==> config.mk <==
export PLATFORM = sky130hd
export DESIGN_NAME = free_list
export DESIGN_NICKNAME = d
export VERILOG_FILES = /design/src/rtl/rv32i_types.sv /design/src/rtl/lane_popcount.sv /design/src/rtl/free_list.sv
export SDC_FILE = /design/constraint.sdc
export NUM_CORES = 1
export LEC_CHECK = 0
export ABC_AREA = 0
export CELL_PAD_IN_SITES_DETAIL_PLACEMENT = 0
export CELL_PAD_IN_SITES_GLOBAL_PLACEMENT = 1
export CORE_UTILIZATION = 35
export CTS_BUF_LIST = sky130_fd_sc_hd__clkbuf_4 sky130_fd_sc_hd__clkbuf_8
export DETAILED_ROUTE_END_ITERATION = 10
export GPL_TIMING_DRIVEN = 0
export PLACE_DENSITY_LB_ADDON = 0.1
export SLEW_MARGIN = 20
export SYNTH_ARGS = -nofsm -noshare
export SYNTH_HDL_FRONTEND = slang
export SYNTH_HIERARCHICAL = 1
export SYNTH_SLANG_ARGS = --single-unit
==> constraint.sdc <==
create_clock -name clk -period 3.66 [get_ports clk]
set_input_delay 0.549 -clock clk [delete_from_list [all_inputs] [get_ports clk]]
set_output_delay 0.549 -clock clk [all_outputs]
set_load 0.05 [all_outputs]
Figure 1. M4 wires.
Supply wires on this layer in grey.
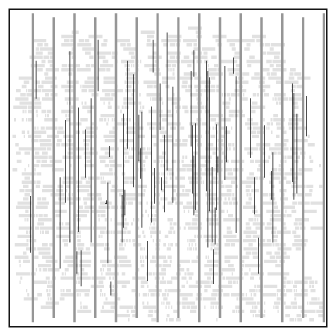
nets with wire on the layer: 37
main direction: vertical
detailed-route via count: 11,800
Routed WL: 62,400 um

Figure 2. Clock routing.
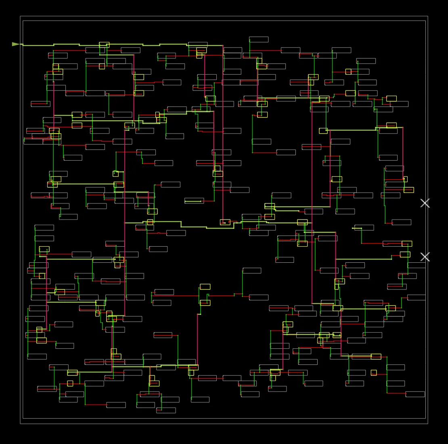
cts bufs inserted: 43
Clock Sinks: 210
clock group total power: 2.71 mW

Figure 3. Met2 routing.
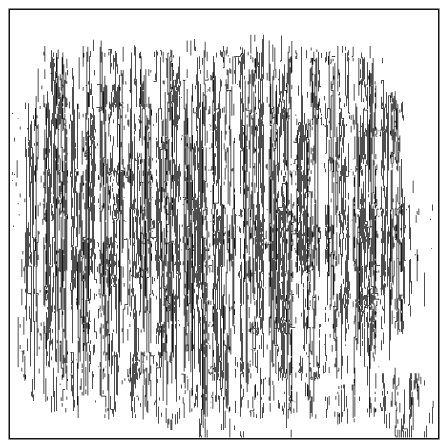
share of all routed wire: 46%
wire length on this layer: 28.4 mm
main direction: vertical
longest straight run: 96.9 um
nets with wire on the layer: 1,216
GRT met2 Usage: 0.467

Figure 4. Signal wires on met1.
Supply wires on this layer in grey.
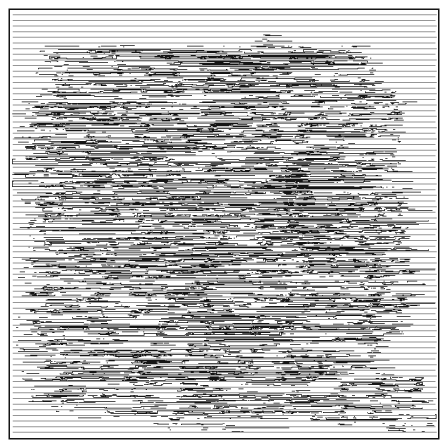
main direction: horizontal
longest straight run: 103 um
nets with wire on the layer: 1,334
wire length on this layer: 26.9 mm
share of all routed wire: 43%
GRT met1 Usage: 0.403

==> notes.md <==
flow finished, numbers: number of fillers in the final layout=3,998, Post-DRT Antenna Nets=0, Relative slew margins=0.220, Setup crit start kind=flip-flop, maximum fanout along the worst path=10, final instance area=16,900 sq um, initial DRC count=1,194, CTS tree=yes, Peak Freq=0.272 GHz, Pre-Place Util=0.356, Commonest Layout Cell=mux2_2, max-slew violation count=0, number of I/O pins=40, Rows=74, final period utilization=1.00, failing checks=DRC, setup timing, post-DR wirelength/cell=32.5 um, final total power=20.2 mW, Largest register FFs=192, Post-Syn Instances=1,263, clk ins delay skew pair=650 ps, RSZ-0062 raised after global routing=true, Log Warnings=29, total gr overflow=0, Placeable Area=41,000 sq um, initial antenna violation count=1, synthesized cell area=14,600 sq um, CTS clk-pin slew, worst paths=60 ps, Slew @ Worst Pin=1170 ps, setup slack, reg-to-reg=180 ps, Max VDD drop=1.77 mV, nets@finish=1,398, HP Class=input pin to async pin, die area=42,600 sq um, Bufs on Longest Clock Path=3, Die X=206 um, leakage power=6.59 nW, clock skew=39.3 ps, hpwl dp=44,400 um, required time worst endpoint=3110 ps, most common logic cells in the final layout=mux2_2 (160), nand2_1 (133), o2bb2ai_1 (125), dfstp_2 (114), dfrtp_1 (94), status=finished, violations left, layout cells sized above 1=0.427, DRC=8, post-route setup slack=-13.8 ps, Ys Warns=6, Vias/cell=6.16, Crit Path Class=flip-flop to output port, final number of setup-violating endpoints=1, port bufs=36, placed inst area=15,700 sq um, syn avg cell area=11.6 sq um, chip height=206 um, CP Data Arrival Time=3120 ps, Routability Congestion=0.908, P&R area growth vs syn=15.5%
## power breakdown
group / switching [mW] / leakage [nW] / internal (mW)
registers: 1.01 / 2.38 / 3.86
logic: 7.15 / 3.71 / 5.43
clock network: 1.19 / 0.501 / 1.52
## layer usage
layer  up-vias  GRT usage  share of wire
li1       5009          -              -
met1      6160      0.403           0.43
met2       522      0.467           0.46
met3       139     0.0564          0.072
met4         0      0.136          0.043
met5         -          0              0
## per-stage QoR
step	util	TNS (ps)	std cells
after global placement	0.381	-1353600	1833
after CTS	0.410	0	1918
final	0.412	-13.8	1919
after detailed placement	0.383	-7450	1836
after global routing	0.411	-26.0	1918
after floorplan	-	0	1265
## critical path, stage by stage, from the launching register on
cell and delay, ps:
dfrtp_2 450, buf_8 190, buf_12 180, mux4_2 570
mux4_2 510, nand2_1 160, nand3_1 180, buf_4 240
## area by class of cell
type,instances,area [sq um],share of cell area
clock inverters,7,50.0,0.00296
well taps,532,666,0.0394
inverters,22,82.6,0.00489
repair buffers,43,418,0.0248
diodes,1,2.50,0.000148
flip-flops and latches,210,5400,0.320
plain buffers,104,657,0.0389
clock buffers,73,880,0.0521
multi-input cells,927,8720,0.517
## timing repair
item / in CTS / in global routing
setup buffers: 3 / 0
endpoints found under the setup margin: 14 / 15
hold endpoints to repair: 30 / 0
resized: 130 / 22
pin swaps: 1 / 0
hold buffers: 1 / 0
Power and IR drop assume default switching activity.
